===== src/rtl/pla_onset_extractor.sv =====
// pla_onset_extractor: sweeps every input vector of an N_IN-input, single-output
// function under test, samples its response after SETTLE cycles, and streams the
// ON-set minterms out in ascending order over a valid/ready handshake.
// Optional feature macro: PLA_ONSET_SIG_EN enables a CRC-16-CCITT style signature
// over the sampled truth table; without it the signature output is tied to zero.
module pla_onset_extractor #(
  parameter int N_IN   = 10,
  parameter int SETTLE = 1
) (
  input  logic              clk,
  input  logic              rst_n,
  input  logic              start,
  output logic              busy,
  output logic              done,
  output logic [N_IN-1:0]   dut_x,
  input  logic              dut_y,
  output logic              m_valid,
  input  logic              m_ready,
  output logic [N_IN-1:0]   m_data,
  output logic [N_IN:0]     onset_cnt,
  output logic [15:0]       signature
);

  localparam int SW = (SETTLE > 1) ? $clog2(SETTLE) : 1;
  localparam logic [SW-1:0] SETTLE_LAST = SW'(SETTLE - 1);

  typedef enum logic [2:0] {
    IDLE,
    DRIVE,
    SAMPLE,
    EMIT,
    FINISH
  } state_t;

  state_t            state_q;
  logic              busy_q;
  logic              done_q;
  logic [N_IN-1:0]   dutX_q;
  logic              mValid_q;
  logic [N_IN-1:0]   mData_q;
  logic [N_IN:0]     onsetCnt_q;
  logic [SW-1:0]     settle_q;
  logic              lastVec;

  assign lastVec = (dutX_q == {N_IN{1'b1}});

`ifdef PLA_ONSET_SIG_EN
  logic [15:0] sig_q;
  logic [15:0] sig_d;
  logic        sigFb;

  // Next signature value: one CRC-16-CCITT shift step folding in the sampled response.
  always_comb begin
    sigFb = sig_q[15] ^ dut_y;
    sig_d = {sig_q[14:0], 1'b0} ^ (sigFb ? 16'h1021 : 16'h0000);
  end

  assign signature = sig_q;
`else
  assign signature = 16'h0000;
`endif

  // Sweep controller: walks the vectors, holds each for SETTLE cycles, samples the
  // response and keeps an ON vector on m_data (and dut_x) until it is accepted.
  always_ff @(posedge clk or negedge rst_n) begin
    if (!rst_n) begin
      state_q    <= IDLE;
      busy_q     <= 1'b0;
      done_q     <= 1'b0;
      dutX_q     <= '0;
      mValid_q   <= 1'b0;
      mData_q    <= '0;
      onsetCnt_q <= '0;
      settle_q   <= '0;
`ifdef PLA_ONSET_SIG_EN
      sig_q      <= 16'h0000;
`endif
    end else begin
      done_q <= 1'b0;
      case (state_q)
        IDLE: begin
          if (start) begin
            state_q    <= DRIVE;
            busy_q     <= 1'b1;
            dutX_q     <= '0;
            onsetCnt_q <= '0;
            settle_q   <= '0;
`ifdef PLA_ONSET_SIG_EN
            sig_q      <= 16'hFFFF;
`endif
          end
        end
        DRIVE: begin
          if (settle_q == SETTLE_LAST) begin
            state_q <= SAMPLE;
          end else begin
            settle_q <= settle_q + 1'b1;
          end
        end
        SAMPLE: begin
`ifdef PLA_ONSET_SIG_EN
          sig_q <= sig_d;
`endif
          if (dut_y) begin
            state_q  <= EMIT;
            mValid_q <= 1'b1;
            mData_q  <= dutX_q;
          end else if (lastVec) begin
            state_q <= FINISH;
            done_q  <= 1'b1;
          end else begin
            dutX_q   <= dutX_q + 1'b1;
            settle_q <= '0;
            state_q  <= DRIVE;
          end
        end
        EMIT: begin
          if (m_ready) begin
            mValid_q   <= 1'b0;
            onsetCnt_q <= onsetCnt_q + 1'b1;
            if (lastVec) begin
              state_q <= FINISH;
              done_q  <= 1'b1;
            end else begin
              dutX_q   <= dutX_q + 1'b1;
              settle_q <= '0;
              state_q  <= DRIVE;
            end
          end
        end
        FINISH: begin
          busy_q  <= 1'b0;
          state_q <= IDLE;
        end
        default: begin
          state_q <= IDLE;
          busy_q  <= 1'b0;
        end
      endcase
    end
  end

  assign busy      = busy_q;
  assign done      = done_q;
  assign dut_x     = dutX_q;
  assign m_valid   = mValid_q;
  assign m_data    = mData_q;
  assign onset_cnt = onsetCnt_q;

endmodule


===== config.mk =====
export PLATFORM = sky130hd
export DESIGN_NAME = pla_onset_extractor
export DESIGN_NICKNAME = d
export VERILOG_FILES = /design/src/rtl/pla_onset_extractor.sv
export SDC_FILE = /design/constraint.sdc
export NUM_CORES = 1
export LEC_CHECK = 0
export CORE_ASPECT_RATIO = 1.2
export CORE_MARGIN = 10
export CORE_UTILIZATION = 52
export CTS_CLUSTER_DIAMETER = 120
export DETAILED_ROUTE_END_ITERATION = 10
export PLACE_DENSITY = 0.86
export SLEW_MARGIN = 20
export SYNTH_ARGS = -nofsm -noshare
export SYNTH_HDL_FRONTEND = slang
export SYNTH_SLANG_ARGS = --single-unit

===== constraint.sdc =====
create_clock -name clk -period 3.64 [get_ports clk]
set_input_delay 0.728 -clock clk [delete_from_list [all_inputs] [get_ports clk]]
set_output_delay 0.728 -clock clk [all_outputs]
set_load 0.05 [all_outputs]

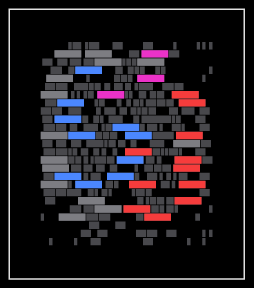
(images/registers.png)
Scale: 3 px per um. Other sequential cells in the stronger grey, the rest of the logic in the fainter grey.
Blue stands for dut_x, flops 10. Red stands for onset_cnt, flops 11. Magenta stands for state_q, flops 3.

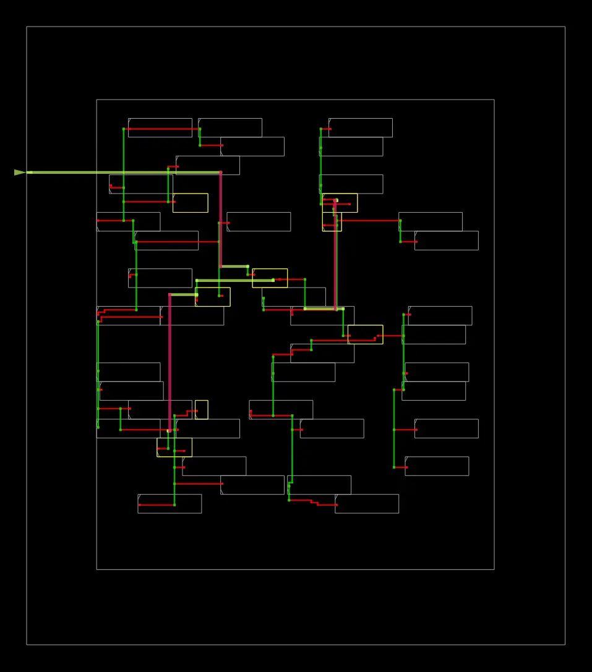
(images/final_clocks.png)
CTS buffer count: 5
clk_buf instances: 6
Seq Cell Count: 38

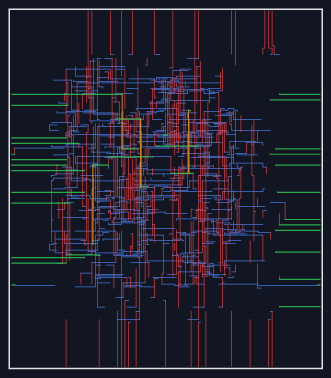
(images/metal_stack.png)
Scale: 4 px per um.
Orange stands for met4, wire length 66.0 um. Green stands for met3, wire length 364 um. Blue stands for met1, wire length 1710 um. Red stands for met2, wire length 2440 um.

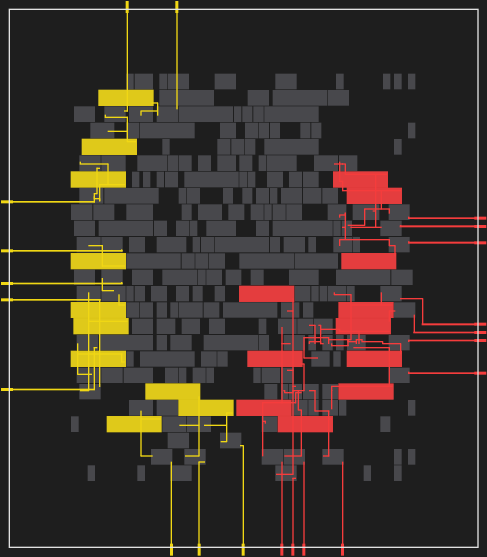
(images/port_nets.png)
Scale: 6 px per um.
Yellow stands for m_data, bits 10, direction output, edge 5 left, 3 bottom, 2 top, end cells 10, buffers 10, wire 316 um. Red stands for onset_cnt, bits 11, direction output, edge 7 right, 4 bottom, end cells 11, buffers 11, wire 420 um.

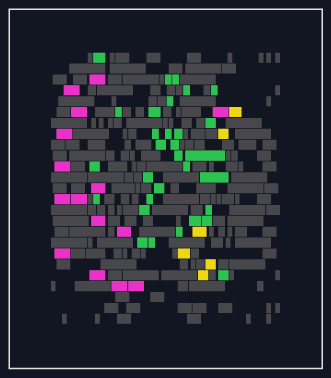
(images/gate_families.png)
Scale: 4 px per um.
Green stands for inverting AOI/OAI gates, cells 31. Magenta stands for multiplexers, cells 15. Yellow stands for AND-OR and OR-AND gates, cells 6.

## registers in the layout, indices dropped and copies added (netlist names)
register   cells
onset_cnt     11
dut_x         10
m_data        10
state_q        3
busy           1
done           1
m_valid        1
settle_q       1
## per-stage QoR
| stage | area [sq um] | utilization [%] |
|---|---|---|
| finish | 2530 | 64.8 |
| global route | 2530 | 64.8 |
| CTS | 2530 | 64.8 |
| detailed placement | 2440 | 62.3 |
| global placement | 2440 | 62.3 |
| floorplan | 2150 | - |
## where the power goes
| group | internal, mW | switching (mW) | leakage, nW | total, mW |
|---|---|---|---|---|
| logic | 0.258 | 0.507 | 0.526 | 0.766 |
| registers | 0.504 | 0.107 | 0.509 | 0.612 |
| clock network | 0.152 | 0.149 | 0.0472 | 0.301 |
## cells in the mapped netlist (all sizes together) (3+ instances only)
cell type   n  share of area, %
nor2       14               2.6
nand3       5               1.2
dfrtp      38                46
nor2b       5               1.5
a31oi       3              0.90
or4         3               1.1
a211oi      3               1.7
mux2       12               6.5
nand2b      4               1.2
a21oi       7               1.7
and3        3              0.90
or3         4               1.4
nor3        4               1.5
o21ai       7               1.7
o31ai       4               1.4
nor4        4               1.2
inv         5              0.90
xnor2       3               1.3
mux2i       3               1.4
buf        21               7.1
nand2      14               2.5
nand4       4               1.2
## critical path, delay by kind of cell
kind	cells	cell delay [ns]
simple gates	4	1.46
buf+inv	1	0.52
## area by class of cell
cell class	instances	area, sq um	area share (%)
Multi-Input combinational cell	152	1020	40.5
Sequential cell	38	951	37.5
Timing Repair Buffer	38	375	14.8
Clock buffer	6	82.6	3.26
Tap cell	54	67.6	2.67
Inverter	5	18.8	0.741
Clock inverter	2	12.5	0.494
## cell families (layout without fill, tap and decap cells)
| logic type | after synthesis | after routing |
|---|---|---|
| buffers and inverters | 27 | 51 |
| and+or+nand+nor | 77 | 77 |
| muxes | 15 | 15 |
| other | 1 | 16 |
| adders and majority gates | 2 | 2 |
| xor gates and xnor gates | 5 | 5 |
| DFF | 38 | 38 |
| AOI/OAI and AO/OA | 37 | 37 |
## worst max path at each step
stage,from,endpoint
after CTS,start,onset_cnt[6]$_DFFE_PN0P_
after floorplan,dut_x[0]$_DFFE_PN0P_,dut_x[4]$_DFFE_PN0P_
after global placement,start,onset_cnt[6]$_DFFE_PN0P_
after global routing,start,onset_cnt[6]$_DFFE_PN0P_
final,start,onset_cnt[6]$_DFFE_PN0P_
after detailed placement,start,onset_cnt[6]$_DFFE_PN0P_
## per-layer routing
metal,GRT usage [%],up-vias
met5,0,-
li1,-,779
met1,13.6,812
met2,24.7,43
met4,5.32,0
met3,5.73,8
==> impl_metrics.tcl <==
# flow metrics
set metrics [dict create \
    max_slew_margin_pct 46.3 \
    clk_pin_slew_ns 0.07 \
    startpoint_type "primary input" \
    status "finished clean" \
    worst_ep_arrival_time_ns 2.69 \
    gr-usage-all-layers_pct 13.6 \
    seq_area_frac_synth_pct 45.5 \
    postCtsSetupRepairBufs 0 \
    cts-resized-gates 0 \
    insertion_delay_ns 0.29 \
    mostFrequentLayoutCell "dfrtp_1" \
    h-tree-depth 2 \
    setup_viol 0 \
    p_leak_nw 1.08 \
    nets 247 \
    fin_crit_ns 2.51 \
    fillers 311 \
    yosys_cells 202 \
    simple_gate_area_share_pct 21.6 \
    final_layout_top_logic_cells "38 x dfrtp_1, 37 x clkdlybuf4s50_1, 16 x conb_1, 14 x nand2_1, 13 x nor2_1" \
    hold_viol_final 0 \
    mux_share_pct 7.90 \
    r2r-start "state_q[1]$_DFFE_PN0P_" \
    rsz0062_at_grt "no" \
    yosys_warnings 0 \
    r2r_cells 4 \
    drc 0 \
    critical-path-max-stage-delay_ns 0.63 \
    die_area_sq_mm 0.00696 \
    rows 25 \
    p_per_area_mw_per_mm2 663 \
    whs_ns 0.511 \
    syn_to_final_growth_pct 21.2 \
    worstPathCellList "clkdlybuf4s50_1, or3b_2, nor2_1, or4_1, nand2_1" \
    dr.pass1.iters 4 \
    synth.logic.top_family "simple AND/OR/NAND/NOR gates" \
    die_h_um 89.4 \
    power_mw 1.68 \
    ys_ff 38 \
    worst_path_max_delay_cell "nor2_1" \
    met2_length_um 2440 \
    io_pins 55 \
    min_to "m_data[6]$_DFFE_PN0P_" \
    overflow 0 \
    hold_class "flop to flop" \
    gp_congestion 0.818 \
    fp_util_pct 53.4 \
    cts_tree "built" \
    topRoutingLayerUsed "met4" \
    r2r_end "onset_cnt[6]$_DFFE_PN0P_" \
    grt_start_max_net_pins 39 \
    post-place-ws_ns 0.830 \
    ys_sh_adder_pct 1.20 \
    hpwlAfterDp_um 3380 \
    peakVddDrop_v 0.000509 \
    synth_area_per_cell_sq_um 10.3 \
    hold_buffers 0 \
    syn_inst 202 \
    diodes 0 \
    ff_type "dfrtp_1" \
    setup_tns_ns 0 \
    cts.sinks 38 \
]
Power is estimated from default activity; no workload was simulated.
